<file path="src/rtl/alu_pkg.sv">
// Shared definitions for the ALU command sequencer: op codes, FSM states, bus types.
// No logic here; imported by every sequencer file.
package alu_pkg;

  localparam int DATA_W = 32;

  localparam logic [2:0] OP_ADD  = 3'd0;
  localparam logic [2:0] OP_SUB  = 3'd1;
  localparam logic [2:0] OP_XOR  = 3'd2;
  localparam logic [2:0] OP_SLT  = 3'd3;
  localparam logic [2:0] OP_MUL  = 3'd4;
  localparam logic [2:0] OP_SLLV = 3'd5;
  localparam logic [2:0] OP_SRAV = 3'd6;
  localparam logic [2:0] OP_SRLV = 3'd7;

  typedef enum logic [1:0] {
    IDLE     = 2'd0,
    EXEC     = 2'd1,
    MUL_STEP = 2'd2,
    RESP     = 2'd3
  } seq_state_t;

  typedef struct packed {
    logic [2:0]        op;
    logic [DATA_W-1:0] a;
    logic [DATA_W-1:0] b;
  } cmd_t;

  typedef struct packed {
    logic [DATA_W-1:0] result;
    logic              zero;
    logic              overflow;
    logic              cout;
  } rsp_t;

endpackage

</file>
<file path="src/rtl/alu_seq_mul_ctrl.sv">
// Shift-add multiply state (acc/mcand/mplier/count); the add itself is done by the external ALU.
// Latency: one step per enabled cycle, done flags the final step; no backpressure, stepping is owner-paced.
// Backpressure: none internally; the owning FSM holds step low to stall.
module alu_seq_mul_ctrl
  import alu_pkg::*;
#(
  parameter int MUL_CYCLES     = 32,
  parameter int MUL_EARLY_EXIT = 1
) (
  input  logic              clk,
  input  logic              reset_n,
  input  logic              start,
  input  logic              step,
  input  logic [DATA_W-1:0] start_mcand,
  input  logic [DATA_W-1:0] start_mplier,
  input  logic [DATA_W-1:0] sum,
  output logic              done,
  output logic [DATA_W-1:0] acc,
  output logic [DATA_W-1:0] acc_nxt,
  output logic [DATA_W-1:0] mcand
);

  localparam int CNT_W = $clog2(MUL_CYCLES + 1);

  logic [DATA_W-1:0] mplier;
  logic [DATA_W-1:0] mplier_shift;
  logic [CNT_W-1:0]  count;
  logic [CNT_W-1:0]  count_inc;

  assign mplier_shift = mplier >> 1;
  assign count_inc    = count + 1'b1;
  // sum is acc + mcand from the ALU; only taken when this multiplier bit is set
  assign acc_nxt      = mplier[0] ? sum : acc;
  assign done         = step && ((count_inc == CNT_W'(MUL_CYCLES)) ||
                                 ((MUL_EARLY_EXIT != 0) && (mplier_shift == '0)));

  always_ff @(posedge clk or negedge reset_n) begin
    if (!reset_n) begin
      acc    <= '0;
      mcand  <= '0;
      mplier <= '0;
      count  <= '0;
    end else if (start) begin
      acc    <= '0;
      mcand  <= start_mcand;
      mplier <= start_mplier;
      count  <= '0;
    end else if (step) begin
      acc    <= acc_nxt;
      mcand  <= mcand << 1;
      mplier <= mplier_shift;
      count  <= count_inc;
    end
  end

endmodule

</file>
<file path="src/rtl/alu_sequencer.sv">
// Drives an external 32-bit ALU from registered operands and returns result/flags; MUL done by shift-add.
// Latency: response 1 edge after accept for non-MUL, N edges after accept for an N-step MUL.
// Backpressure: one op in flight; cmd_ready low until the response is taken via rsp_ready.
module alu_sequencer
  import alu_pkg::*;
#(
  parameter int MUL_CYCLES     = 32,
  parameter int MUL_EARLY_EXIT = 1
) (
  input  logic              clk,
  input  logic              reset_n,
  input  logic              cmd_valid,
  output logic              cmd_ready,
  input  logic [2:0]        cmd_op,
  input  logic [DATA_W-1:0] cmd_a,
  input  logic [DATA_W-1:0] cmd_b,
  output logic              rsp_valid,
  input  logic              rsp_ready,
  output logic [DATA_W-1:0] rsp_result,
  output logic              rsp_zero,
  output logic              rsp_overflow,
  output logic              rsp_cout,
  output logic [DATA_W-1:0] alu_a,
  output logic [DATA_W-1:0] alu_b,
  output logic [2:0]        alu_ctl,
  input  logic [DATA_W-1:0] alu_out,
  input  logic              alu_zero,
  input  logic              alu_overflow,
  input  logic              alu_cout
);

  seq_state_t        state;
  seq_state_t        state_nxt;
  cmd_t              cmd_q;
  rsp_t              rsp_q;
  logic              live;
  logic              accept;
  logic              mul_start;
  logic              mul_step;
  logic              mul_done;
  logic [DATA_W-1:0] mul_acc;
  logic [DATA_W-1:0] mul_acc_nxt;
  logic [DATA_W-1:0] mul_mcand;

  // live holds cmd_ready off until the first edge after reset release
  assign cmd_ready = live && (state == IDLE);
  assign accept    = cmd_valid && cmd_ready;
  assign rsp_valid = (state == RESP);
  assign mul_start = accept && (cmd_op == OP_MUL);
  assign mul_step  = (state == MUL_STEP);

  assign rsp_result   = rsp_q.result;
  assign rsp_zero     = rsp_q.zero;
  assign rsp_overflow = rsp_q.overflow;
  assign rsp_cout     = rsp_q.cout;

  always_comb begin
    state_nxt = state;
    alu_a     = cmd_q.a;
    alu_b     = cmd_q.b;
    alu_ctl   = cmd_q.op;
    case (state)
      IDLE: begin
        if (accept) state_nxt = (cmd_op == OP_MUL) ? MUL_STEP : EXEC;
      end
      EXEC: state_nxt = RESP;
      MUL_STEP: begin
        alu_a   = mul_acc;
        alu_b   = mul_mcand;
        alu_ctl = OP_ADD;
        if (mul_done) state_nxt = RESP;
      end
      RESP: begin
        if (rsp_ready) state_nxt = IDLE;
      end
      default: state_nxt = IDLE;
    endcase
  end

  always_ff @(posedge clk or negedge reset_n) begin
    if (!reset_n) state <= IDLE;
    else          state <= state_nxt;
  end

  always_ff @(posedge clk or negedge reset_n) begin
    if (!reset_n) begin
      live  <= 1'b0;
      cmd_q <= '0;
      rsp_q <= '0;
    end else begin
      live <= 1'b1;
      if (accept) cmd_q <= '{op: cmd_op, a: cmd_a, b: cmd_b};
      if (state == EXEC) begin
        rsp_q <= '{result: alu_out, zero: alu_zero, overflow: alu_overflow, cout: alu_cout};
      end else if (mul_done) begin
        // low word of the product is sign-agnostic; overflow/carry are not meaningful here
        rsp_q <= '{result: mul_acc_nxt, zero: (mul_acc_nxt == '0), overflow: 1'b0, cout: 1'b0};
      end
    end
  end

  alu_seq_mul_ctrl #(
    .MUL_CYCLES     (MUL_CYCLES),
    .MUL_EARLY_EXIT (MUL_EARLY_EXIT)
  ) u_mul_ctrl (
    .clk          (clk),
    .reset_n      (reset_n),
    .start        (mul_start),
    .step         (mul_step),
    .start_mcand  (cmd_a),
    .start_mplier (cmd_b),
    .sum          (alu_out),
    .done         (mul_done),
    .acc          (mul_acc),
    .acc_nxt      (mul_acc_nxt),
    .mcand        (mul_mcand)
  );

endmodule
</file>
<file path="config.mk">
export PLATFORM = sky130hd
export DESIGN_NAME = alu_sequencer
export DESIGN_NICKNAME = d
export VERILOG_FILES = /design/src/rtl/alu_pkg.sv /design/src/rtl/alu_seq_mul_ctrl.sv /design/src/rtl/alu_sequencer.sv
export SDC_FILE = /design/constraint.sdc
export NUM_CORES = 1
export LEC_CHECK = 0
export CORE_UTILIZATION = 56
export DETAILED_ROUTE_END_ITERATION = 7
export PLACE_DENSITY = 0.93
export SLEW_MARGIN = 20
export SYNTH_ARGS = -nofsm -noshare
export SYNTH_HDL_FRONTEND = slang
export SYNTH_SLANG_ARGS = --single-unit
export TNS_END_PERCENT = 100
</file>
<file path="constraint.sdc">
create_clock -name clk -period 6.85 [get_ports clk]
set_clock_uncertainty 0.05 [all_clocks]
set_input_delay 1.7125 -clock clk [delete_from_list [all_inputs] [get_ports clk]]
set_output_delay 1.7125 -clock clk [all_outputs]
set_load 0.01 [all_outputs]
</file>
==> run_1/flops_by_reg.png <==
Other sequential cells in the stronger grey, the rest of the logic in the fainter grey.
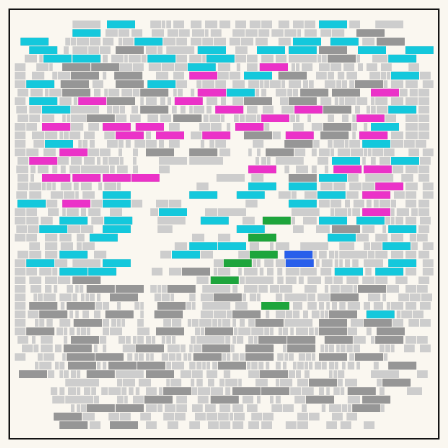
[green] u_mul_ctrl.count | placed flops: 6 | where: centre
[cyan] cmd_q | placed flops: 67
[blue] state | placed flops: 2
[magenta] u_mul_ctrl.mcand | placed flops: 32
Sequential Power: 2.27 mW
share of the final layout cell area in sequential cells: 0.396
storage element area: 5180 um2

==> run_1/io_placement.png <==
Pins as bars across the die edge, other pins in grey.
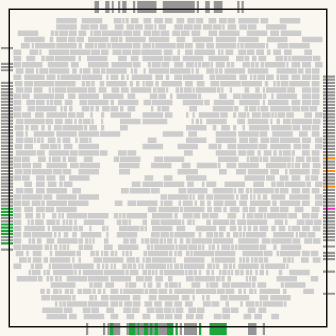
[green] alu_out | pins: 32 | direction: input | edge: 24 bottom, 8 left
[orange] alu_ctl | pins: 3 | direction: output | edge: right
[magenta] rsp_zero | pins: 1 | direction: output | edge: right
width of the die: 137 um
quantity of I/O buffers inserted on ports: 209
overall die height: 137 um

==> run_1/wires.png <==
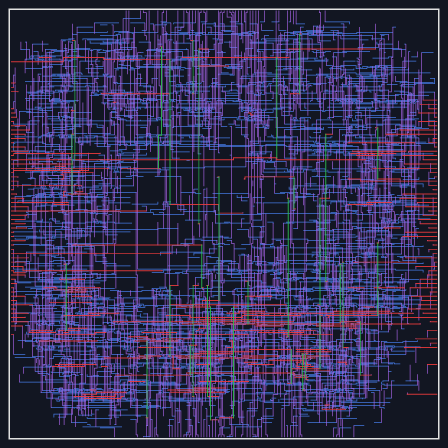
[green] metal 4 | wire length: 838 um
[red] metal 3 | wire length: 2430 um
[purple] metal 2 | wire length: 13700 um
[blue] metal 1 | wire length: 11000 um
number of vias after detailed routing: 8209
routed wirelength normalized by instance count: 20.7 um
global router's overall resource usage: 0.302
total wire length: 28.0 mm

==> run_1/clocks.png <==
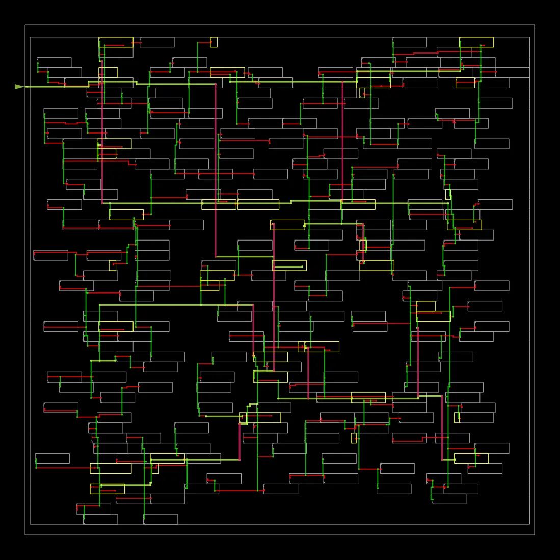
count of clock tree sinks: 207
FF+latch count: 207
Num CTS Buffers: 22
clock buffer count in the final layout: 32
clock latency reported for the late side of the worst-skew pair: 500 ps

==> results.txt, run 1 <==
Implementation results.

The flow ran to the end, and the final reports show no timing, DRC or antenna violations. The number of hold buffers added after CTS was 0. The analysis reports a worst IR drop on VDD of 0.000325 V. The residual overflow from global routing is 0. In the finished design, the share of the clock period the worst path needs comes to 0.738.

The critical path goes through inv_1, ha_4, buf_4, mux2_2, clkdlybuf4s50_1. The first-pass iteration count of the detailed router is 6. The tally of nets with antenna violations remaining after routing is 0.

The number of core rows is 48. The maximum number of pins on one net before global-route repair is 127. The cell at the slowest stage of the critical path is ha_4. The class of the most critical hold timing path is flop to flop. At the floorplan stage, the core utilization is reported as 0.580. The post-DP HPWL is 18.8 mm. RePlAce ended its routability-driven mode at a weighted congestion of 0.873. The routed design shows a via density per instance of 6.09. After synthesis, the most frequently instantiated cells are dfrtp_1 (207), mux2_2 (131), nor2_1 (104). The relative area change from synthesis to final layout is 28.9%. Per the detail_route report, DRC violations left total 0.

Counting instances, the worst hold path has a depth of 1. The number of storage elements in the synthesis netlist is 207. The cell at the root of the clock tree is clkbuf_16. The worst setup path is launched from a flop. The sequential share of the synthesized area is 0.511. The total power after layout is 6.39 mW. Yosys printed 0 warnings. Counting the fill cells in the layout gives 1161. The top achievable clock speed is 198 MHz.

Per the synth stats, the proportion of register bits with asynchronous set or reset is 1.00. Per the repair_timing log after CTS, setup buffers inserted total 0. The number of cells in Yosys stat is 937. Yosys attributes the largest share of cell area to dfrtp_1 (51%), mux2_2 (15%), mux2i_1 (6.5%). Per the CTS log, the maximum H-tree level is 1.

Among all flip-flop cells after synthesis, the most frequent one is dfrtp_1. The combinational gate area is 4640 um2. The average cell area after synthesis is 10.8 um2. The via count of the first global-routing pass is 8222. In this run the register-to-register setup slack is 3480 ps. At the pin with the least slew margin, the transition time is 1010 ps. The aggregate negative setup slack is 0 ps.

The final antenna diode tally reported by the flow is 0. The arrival time at the worst endpoint is 3290 ps. The report lists the number of cells resized after CTS as 0. Counting along the longest clock path gives a buffer depth of 3.

The leakage power is 5.26 nW. The worst-path maximum fanout is 63. The number of enable flip-flop cells is 0. The classification of the worst setup path is flop to primary output.

The wire length of the first global-routing pass is 43.4 mm. The count of final max-slew check failures is 0. The TritonCTS clock tree is built. The clock period minus final worst setup slack is 5050 ps. The number of cells on the worst reg-to-reg path is 7. The portion of synthesized cell area occupied by the leading cell type is 0.511. The CTS clock-pin slew for the worst setup and hold paths is 60 ps.

Setup repair after global routing left no endpoint under its margin. The synthesized netlist occupies a cell area of 10100 um2. In this run the tightest slew margin relative to its limit is 0.325. The required time reported for the critical path endpoint is 5090 ps. Pin placement for this block handled 210 I/O pins. The number of antenna violations at the first check in global routing was 0. The area recorded from the Yosys report for this design is 10100 um2.

The largest total area in the synthesized netlist belongs to dfrtp_1. The count of unique library cells instantiated by Yosys is 46. The OpenROAD warning count is 33.

Synthesis produced 937 cells. The violation tally from detailed-route iteration zero is 733. The total nets after synthesis is 1050. After floorplanning, the core was sized to cover 17500 um2.

The number of nets in the finished design is 1221. The fraction of layout instances using a drive strength above 1 is 0.172. Looking at the gate-level netlist, the highest instance count belongs to dfrtp_1.

The total count of hold-check failures in the final report is 0. The stage delay of the slowest cell on the critical path is 800 ps. The overall die size recorded for this design is 18600 um2.

In this run the power density over the cells is 489 nW/um2. The final timing report counts setup violations totalling 0. The number of max-capacitance violations reported is 0.
[run 1: layout by cell type, fill, tap and decap left out, types with 2 or more instances in the layout]
cell type | Yosys | routed
clkbuf_16 | 0 | 23
o221a_1 | 30 | 30
buf_4 | 3 | 12
mux2_2 | 131 | 131
o2111ai_1 | 2 | 2
ha_1 | 7 | 5
nand3_1 | 38 | 37
nand2_1 | 77 | 75
inv_1 | 5 | 5
nor2_1 | 104 | 104
nor4_1 | 18 | 18
nand2_2 | 0 | 2
mux2i_1 | 66 | 66
o21ai_0 | 3 | 3
and3_1 | 2 | 2
clkbuf_1 | 36 | 4
nand4_1 | 7 | 7
clkinv_2 | 0 | 6
clkdlybuf4s50_1 | 0 | 208
clkbuf_8 | 0 | 6
dfrtp_1 | 207 | 207
bufinv_16 | 0 | 2
or3_1 | 32 | 31
nor3_1 | 5 | 5
nor2b_1 | 4 | 4
xnor2_1 | 2 | 2
xor2_1 | 5 | 5
a21oi_1 | 97 | 97
[run 1: registers in the layout (all words and copies together) (netlist names), 2 cells and up]
| name | count |
|---|---|
| cmd_q | 67 |
| rsp_result | 32 |
| u_mul_ctrl.acc | 32 |
| u_mul_ctrl.mcand | 32 |
| u_mul_ctrl.mplier | 32 |
| u_mul_ctrl.count | 6 |
| state | 2 |
[run 1: metal layers]
layer	vias to the layer above	track usage	routed length (um)	part of all wire
li1	3713	-	-	-
met1	4012	0.406	11000	0.39
met2	417	0.490	13700	0.49
met3	67	0.0570	2430	0.087
met4	0	0.106	838	0.030
met5	-	0	0	0
[run 1: power by group]
part	total (mW)	leakage, nW	switching [mW]	internal (mW)
registers	2.27	2.38	0.475	1.79
clock network	1.23	0.376	0.486	0.742
logic	2.90	2.51	1.26	1.63
[run 1: metrics by stage]
step	instances	setup slack, ps	area (um2)	hold slack, ps	util
6_report	1349	1800	13100	448	0.748
5_1_grt	1349	1650	13100	466	0.748
2_1_floorplan	937	3370	10100	421	-
3_5_place_dp	1309	2320	12300	436	0.705
3_3_place_gp	1309	2400	12300	433	0.704
4_1_cts	1349	1800	13100	449	0.747
[run 1: worst max-delay path: cells and delay by family (launching register included)]
kind	cells	cell delay, ps
fa+ha+maj	1	800
buf+inv	3	1170
mux	1	390
flops	1	400
[run 1: kinds of logic after synthesis]
kind of cell,count (synthesis),synth area share
adders and majority gates,7,0.00864
buffers and inverters,80,0.0347
AOI/OAI and AO/OA,143,0.0953
other,1,0.000370
xor gates and xnor gates,7,0.00605
muxes,197,0.211
and+or+nand+nor,295,0.133
DFF,207,0.511
[run 1: final cells by class]
| class | instances | share of cell area |
|---|---|---|
| repair buffers | 222 | 0.168 |
| multi-input cells | 650 | 0.355 |
| flip-flops and latches | 207 | 0.396 |
| inverters | 5 | 0.00144 |
| clock inverters | 8 | 0.00689 |
| well taps | 225 | 0.0215 |
| clock buffers | 32 | 0.0505 |
[run 1: final timing paths]
| check | end | start |
|---|---|---|
| setup / recovery | alu_b[15] | state[0] |
| hold / removal | cmd_q[64] | cmd_q[64] |
| setup reg to reg | rsp_result[21] | state[0] |
| hold reg to reg | cmd_q[64] | cmd_q[64] |
| max in group asynchronous | cmd_q[56] | reset_n |
| min in group asynchronous | u_mul_ctrl.acc[23] | reset_n |
==> run 2: changes to the inputs <==
--- a/config.mk
+++ b/config.mk
@@ -5,9 +5,9 @@
 export SDC_FILE = /design/constraint.sdc
 export NUM_CORES = 1
 export LEC_CHECK = 0
-export CORE_UTILIZATION = 56
+export CORE_UTILIZATION = 47
 export DETAILED_ROUTE_END_ITERATION = 7
-export PLACE_DENSITY = 0.93
+export PLACE_DENSITY = 0.84
 export SLEW_MARGIN = 20
 export SYNTH_ARGS = -nofsm -noshare
 export SYNTH_HDL_FRONTEND = slang
==> constraint.sdc (replaced) <==
create_clock -name clk -period 4.39 [get_ports clk]
set_clock_uncertainty 0.05 [all_clocks]
set_input_delay 1.0975 -clock clk [delete_from_list [all_inputs] [get_ports clk]]
set_output_delay 1.0975 -clock clk [all_outputs]
set_load 0.01 [all_outputs]
==> run_2/logic_types.png <==
Bar = 50 um.
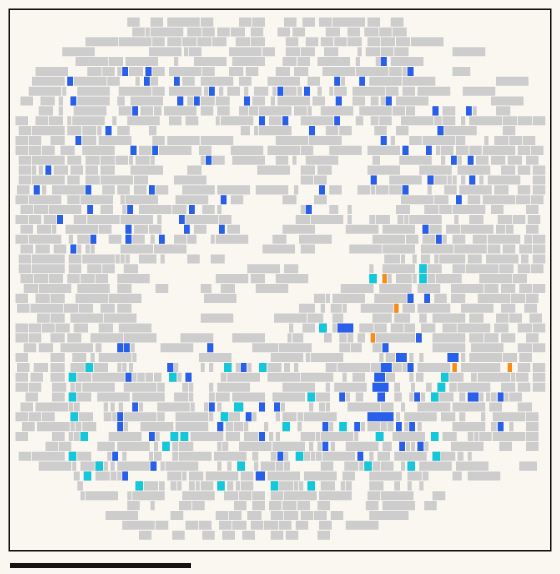
[orange] inv cells | cells: 5 | most used: inv_1
[cyan] and/or cells | cells: 37 | most used: or3_1 | where: a band across the bottom
[blue] aoi and oai cells | cells: 110 | most used: a21oi_1
logic share of the area: 0.351
number of standard cells in the layout, taps in and fillers out: 1405
top logic cell by instance count in the layout: clkdlybuf4s50_1

==> run 2 against run 1 <==
Clock power increased by 59%. Sequential power increased by 57%. Routed wire length increased by 0.81%. Global-route usage decreased by 4.5 points. Sequential cell count unchanged. Register-to-register slack got worse by 1900 ps. Count of clock-buffer cells in the layout increased by 2. Largest cell class unchanged.
==> results.txt, run 2 <==
Implementation results.

The area of the chip is 22200 um2. Sorting the synthesis cell report by count puts at the top dfrtp_1. Global routing put the most usage on met2.

The mapped cell area is 10100 um2. The register with the most flip-flops in the layout has 67 of them. The clock period minus final worst setup slack is 3910 ps. In this run the power spent charging and discharging nets is 3.47 mW. Setup repair after global routing left no endpoint under its margin. The via count of the first global-routing pass is 8114. The number of antenna violations at the first check in global routing is 1. CTS saw 207 sinks.

At the end of routability-driven placement, the weighted congestion stood at 0.866. The startpoint class of the critical path is a flop. The residual overflow from global routing is 0. The fraction of power consumed by the clock network is 0.195.

Of the cells placed in the final design, the portion with a size suffix greater than 1 is 0.171. The average cell area after synthesis is 10.8 um2. Measured along the x axis, the die boundary spans 149 um. No sink is reached through more buffers than the 3 on the longest clock path.

Across all layers, the routed design uses 8079 vias. The internal power of the cells is 6.56 mW. The CTS clock-pin slew for the worst setup and hold paths is 60 ps. According to the floorplan report, the placeable core area is 21100 um2. The number of core rows is 53.

The count of endpoints failing setup in the final report is 0. Measured along the y axis, the die boundary spans 149 um. The mean number of vias per cell is 5.75. The share of total power dissipated in sequential elements is 0.355. The sequential share of the synthesized area is 0.511. For this run, the script counts the antenna cells in the layout as 0. The number of top-level pins is 210. The relative area change from synthesis to final layout is 30.4%. The global routing usage on met1 is 0.346. For this run, the number of Yosys warnings is 0. Max fanout on the critical path was recorded as 44. The final setup slack of the worst path is 479 ps. STA puts the critical path data required time at 3240 ps. The core utilization before placement is 0.481. The maximum number of pins on one net before global-route repair is 127. The violation tally from detailed-route iteration zero is 573. The cell total after placement is 1364. The DRC violation count after routing is 0. The final routed wire length divided by cell count is 20.1 um. The async set or reset register ratio after synthesis is 1.00. The first global-routing pass estimated 44.3 mm of wire. met2 track demand over resource after global routing is 0.420. The maximum resistive drop on vdd is 0.000499 V. The number of enable flip-flop cells is 0.

The number of setup buffers added after CTS is 0. The met3 demand-to-capacity share in global routing is 0.0468. The analysis attributes to cell leakage a power of 5.29 nW. For this run, the leading register cell type out of synthesis is dfrtp_1. By startpoint and endpoint, the worst setup path is classified as flop to primary output. In the layout the commonest cells are clkdlybuf4s50_1 (208), dfrtp_1 (207), mux2_2 (131), nor2_1 (104), a21oi_1 (97). The chip area in the Yosys report is 10100 um2.

The run finished with clean final reports. Overall routing resource usage recorded by global route was 0.257. The count of final max-slew check failures is 0.

The post-DP HPWL is 19.5 mm. After detailed routing, the total wire length is 28.2 mm. TritonCTS built the clock tree. In this run the worst hold path is classified as flop to flop. The number of nets in the finished design is 1227. The OpenROAD warning count is 33.

The switching portion of total power comes to 0.346. The post-synthesis cell type with the largest combined area is dfrtp_1. Counting distinct cell types in the post-synthesis netlist gives 46. CTS placed an instance of clkbuf_16 at the clock tree root. The level count of the clock H-tree is 1. Setup total negative slack on the finished layout was measured at 0 ps. The instance count of the mapped netlist is 937. Yosys reports that the most numerous cell types are dfrtp_1 (207), mux2_2 (131), nor2_1 (104). Logged for this run, the post-placement worst setup slack is 964 ps.

The top achievable clock speed is 256 MHz. The register name with the most flops is cmd_q. The synthesis report lists the most area-consuming cells as dfrtp_1 (51%), mux2_2 (15%), mux2i_1 (6.5%). The total of cells resized after clock tree synthesis is 0. The report puts the hold buffer count at CTS at 0. The post-synth register bit count is 207.

The CTS report gives the tree buffer count as 23. The tally of nets with antenna violations remaining after routing is 0. The arrival time at the worst endpoint is 2760 ps. Of the available clock period, the critical path in the final layout requires 0.891.

Hold-check failures listed in the final report amount to 0. The flow reported a cell area power density of 759 nW/um2. In the Yosys report the total cell count is 937.

As reported, the later end of the worst-skew pair has a clock insertion delay of 500 ps. When the netlist entered floorplanning its net count stood at 1050. The share of power burned in combinational logic is 0.450. Of the post-synthesis cell area, the dominant cell type holds 0.511.
-- run 2: final timing paths --
path	startpoint	to	slack, ps	depth (start not counted)
setup / recovery	state[0]	alu_a[7]	480	5
hold / removal	cmd_q[65]	cmd_q[65]	450	1
setup reg to reg	state[0]	rsp_result[9]	1610	8
hold reg to reg	cmd_q[65]	cmd_q[65]	450	1
max in group asynchronous	reset_n	cmd_q[10]	2810	2
min in group asynchronous	reset_n	rsp_result[24]	590	1
-- run 2: routing by layer --
metal / wire length [um] / vias to the layer above / share of wire
met5: 13 / - / 0.00046
met3: 2190 / 64 / 0.078
met4: 771 / 2 / 0.027
met2: 13500 / 355 / 0.48
met1: 11800 / 3954 / 0.42
li1: - / 3704 / -
-- run 2: logic make-up after synthesis --
group / count (synthesis) / synth area share
xor gates and xnor gates: 7 / 0.00605
adders and majority gates: 7 / 0.00864
DFF: 207 / 0.511
AOI/OAI and AO/OA: 143 / 0.0953
and+or+nand+nor: 295 / 0.133
buffers and inverters: 80 / 0.0347
muxes: 197 / 0.211
other: 1 / 0.000370
-- run 2: critical path: stages (launching register included) --
cell and delay, ps:
dfrtp_1 410, inv_1 170, ha_4 480, buf_12 300
mux2_2 380, clkdlybuf4s50_1 480
-- run 2: power groups by stage --
stage | logic (mW) | clock network, mW | registers (mW)
after floorplan | 2.70 | 0 | 3.31
after global placement | 4.35 | 0 | 3.56
after detailed placement | 4.50 | 0 | 3.57
after CTS | 4.54 | 1.99 | 3.55
after global routing | 4.88 | 2.07 | 3.66
final | 4.51 | 1.95 | 3.56
-- run 2: layout make-up --
class / instances / area [um2]
Inverter: 5 / 18.8
Sequential cell: 207 / 5180
Multi-Input combinational cell: 650 / 4640
Fill cell: 1673 / 7870
Clock inverter: 7 / 116
Clock buffer: 34 / 647
Timing Repair Buffer: 227 / 2270
Tap cell: 275 / 344
-- run 2: per-stage QoR --
| stage | total power [mW] | instance area (um2) | hold slack (ps) |
|---|---|---|---|
| final | 10.0 | 13200 | 448 |
| after global placement | 7.91 | 12400 | 432 |
| after global routing | 10.6 | 13200 | 465 |
| after detailed placement | 8.07 | 12500 | 436 |
| after floorplan | 6.01 | 10100 | 421 |
| after CTS | 10.1 | 13200 | 449 |
==> run 3: changes to the inputs <==
--- a/config.mk
+++ b/config.mk
@@ -8,7 +8,6 @@
 export CORE_UTILIZATION = 47
 export DETAILED_ROUTE_END_ITERATION = 7
 export PLACE_DENSITY = 0.84
-export SLEW_MARGIN = 20
 export SYNTH_ARGS = -nofsm -noshare
 export SYNTH_HDL_FRONTEND = slang
 export SYNTH_SLANG_ARGS = --single-unit
==> run_3/clocks.png <==
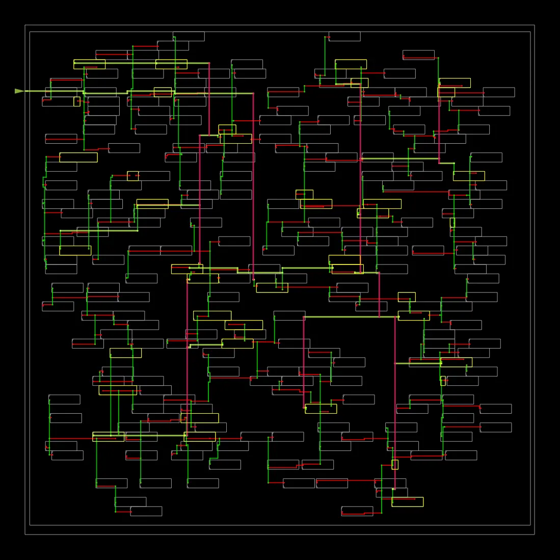
clock buffer count in the final layout: 31
Clk. pwr: 2.17 mW

==> run 3 against run 2 <==
Synthesized area is the same. Setup slack lost 10 ps. Die area is the same. Synthesized cell count unchanged.
==> results.txt, run 3 <==
Implementation results.

The chip area in the Yosys report is 10100 um2. The critical path launch point is state[0]. By count the netlist is led by dfrtp_1 (207), mux2_2 (131), nor2_1 (104). The number of antenna violations at the first check in global routing is 1. The aggregate negative setup slack is 0 ps. Overall routing resource usage recorded by global route was 0.259. According to the timing report, the data required time at the worst endpoint equals 3240 ps. The CTS clock-pin slew for the worst setup and hold paths is 60 ps. For this run, the post-layout net count is 1226. Looking at the gate-level netlist, the highest instance count belongs to dfrtp_1.

The skew report gives the latency at the later pin of the worst-skew pair as 500 ps. The number of buffers added to fix hold violations after cts is 0. The count of final max-slew check failures is 0. The worst-path maximum fanout is 44. In this run, CTS created clock tree buffers numbering 22. The top achievable clock speed is 255 MHz. The endpoint of the most critical register-to-register path is rsp_zero. The post-synthesis cell type with the largest combined area is dfrtp_1. The total area inside the core boundary comes to 21100 um2. The worst setup path is of the flop to primary output kind.

The number of enable flip-flop cells is 0. The number of cells in Yosys stat is 937. Yosys mapped the design onto 46 distinct sky130hd cell types. The number of buffers on the longest clock path is 3. Ranked by total cell area, the synthesized netlist is headed by dfrtp_1 (51%), mux2_2 (15%), mux2i_1 (6.5%). The number of max-capacitance violations reported is 0.

The TritonCTS clock tree is built. The horizontal die dimension is 149 um. The final routed wire length divided by cell count is 20.3 um.

The number of storage elements in the synthesis netlist is 207. The script parses the final routing iteration and logs DRC violations as 0. The fraction of layout instances using a drive strength above 1 is 0.174.

The total of cells resized after clock tree synthesis is 0. Counting endpoints that fail hold in the final report gives 0. Leaving out fill and tap cells, the most frequent cell in the layout is clkdlybuf4s50_1.

Per the CTS log, the maximum H-tree level is 1. For the pin with the worst max-slew slack, the measured transition is 1260 ps. The placement summary gives the final routability congestion estimate as 0.866. The number of core rows is 53. According to the timing report, the arrival time at the worst endpoint equals 2770 ps. Using the TritonRoute via totals, the vias-per-cell ratio works out to 5.77. Synthesis produced 937 cells. The flow ran to the end, and the final reports show no timing, DRC or antenna violations. The sequential share of the synthesized area is 0.511. Across the whole layout, storage elements account for 5180 um2. Per the run report, area growth between synthesis and finish was 31.4%. The worst-case IR drop observed on VDD is 0.000464 V. The number of I/O port buffers is 209.

For this block, the routed nets add up to 28.4 mm of wire. CTS placed an instance of clkbuf_16 at the clock tree root. The number of antenna diodes in the final layout is 0.

The tally of non-filler cells in the final layout is 1404. 210 I/O pins were placed. Clock tree synthesis found a total of 207 sinks. The portion of synthesized cell area occupied by the leading cell type is 0.511.

The leakage power is 5.34 nW. The most used flip-flop cell after synthesis is dfrtp_1. Total power normalized to cell area comes to 770 nW/um2. Counting tap cells, the placed design contains a total of 1364 instances. The overall die height is 149 um. Setup repair after global routing left no endpoint under its margin.

Per the cell usage report, the commonest logic cells after layout are clkdlybuf4s50_1 (208), dfrtp_1 (207), mux2_2 (131), nor2_1 (104), a21oi_1 (97). Looking at hold timing, the worst path starts from cmd_q[65]. From the final report, the count of setup violators was given as 0. For this run, the detailed router's first-pass iteration total came to 5. The class of the most critical hold timing path is flop to flop.

The number of flip-flops in the largest register is 67. The detail route stage leaves a number of antenna-violating nets equal to 0. The worst register-to-register path begins at state[0]. The logs give a warning total of 33. Per the log, the first TritonRoute iteration ended with a DRC count of 553. The register name with the most flops is cmd_q. The count of vias placed by the detailed router is 8103.

The die covers 22200 um2. In the final layout, the fill cell count is 1667. The core utilization before placement is 0.481.

The number of cells on the worst reg-to-reg path is 7.
[run 3: cell types whose count changed in the layout (fill, tap and decap cells not counted), sizes merged]
cell / change
clkbuf: -3
bufinv: +3
clkinvlp: -1
[run 3: worst min path at each step]
stage	endpoint	cells after the start	slack (ps)
floorplan	cmd_q[64]	1	420
global placement	cmd_q[66]	1	430
detailed placement	cmd_q[65]	1	440
CTS	cmd_q[65]	1	450
global route	cmd_q[65]	1	470
finish	cmd_q[65]	1	450
[run 3: area by class of cell]
type,instances,share of cell area
clock buffer,31,0.0500
clock inverter,9,0.0149
inverter,5,0.00141
multi-input combinational,650,0.348
sequential,207,0.389
tap,275,0.0258
timing repair buffer,227,0.170
[run 3: power by group]
part / switching [mW] / leakage [nW] / internal, mW
sequential: 0.755 / 2.38 / 2.80
clock: 0.764 / 0.426 / 1.41
combinational: 1.96 / 2.54 / 2.57
[run 3: routing by layer]
| layer | up-vias | part of all wire | global-route usage |
|---|---|---|---|
| li1 | 3707 | - | - |
| met1 | 3981 | 0.42 | 0.357 |
| met2 | 355 | 0.47 | 0.417 |
| met3 | 58 | 0.076 | 0.0486 |
| met4 | 2 | 0.028 | 0.0730 |
| met5 | - | 0.00046 | 0 |
[run 3: metrics by stage]
stage / setup slack (ps) / cell area, um2 / hold WS [ps] / util / power [mW]
2_1_floorplan: 1520 / 10100 / 421 / - / 6.01
3_3_place_gp: 1060 / 12400 / 432 / 0.590 / 7.91
3_5_place_dp: 978 / 12400 / 436 / 0.590 / 8.07
4_1_cts: 458 / 13300 / 450 / 0.631 / 10.3
5_1_grt: 388 / 13300 / 466 / 0.631 / 10.8
6_report: 469 / 13300 / 448 / 0.631 / 10.2
[run 3: critical path, stage by stage, from the launching register on]
cell             delay [ps]
dfrtp_1                 410
inv_1                   170
ha_4                    490
buf_12                  310
mux2_2                  380
clkdlybuf4s50_1         490
[run 3: cells by family (layout without fill, tap and decap cells)]
group	count (synthesis)	after routing	share of synthesized area
AND/OR/NAND/NOR	295	295	0.133
XOR/XNOR	7	7	0.00605
other	1	1	0.000370
buffers and inverters	80	272	0.0347
AND-OR/OR-AND	143	143	0.0953
adder cells (fa/ha/maj)	7	7	0.00864
flip-flops	207	207	0.511
multiplexers	197	197	0.211
Power figures rest on the tool's default switching activity, not on a simulated workload.
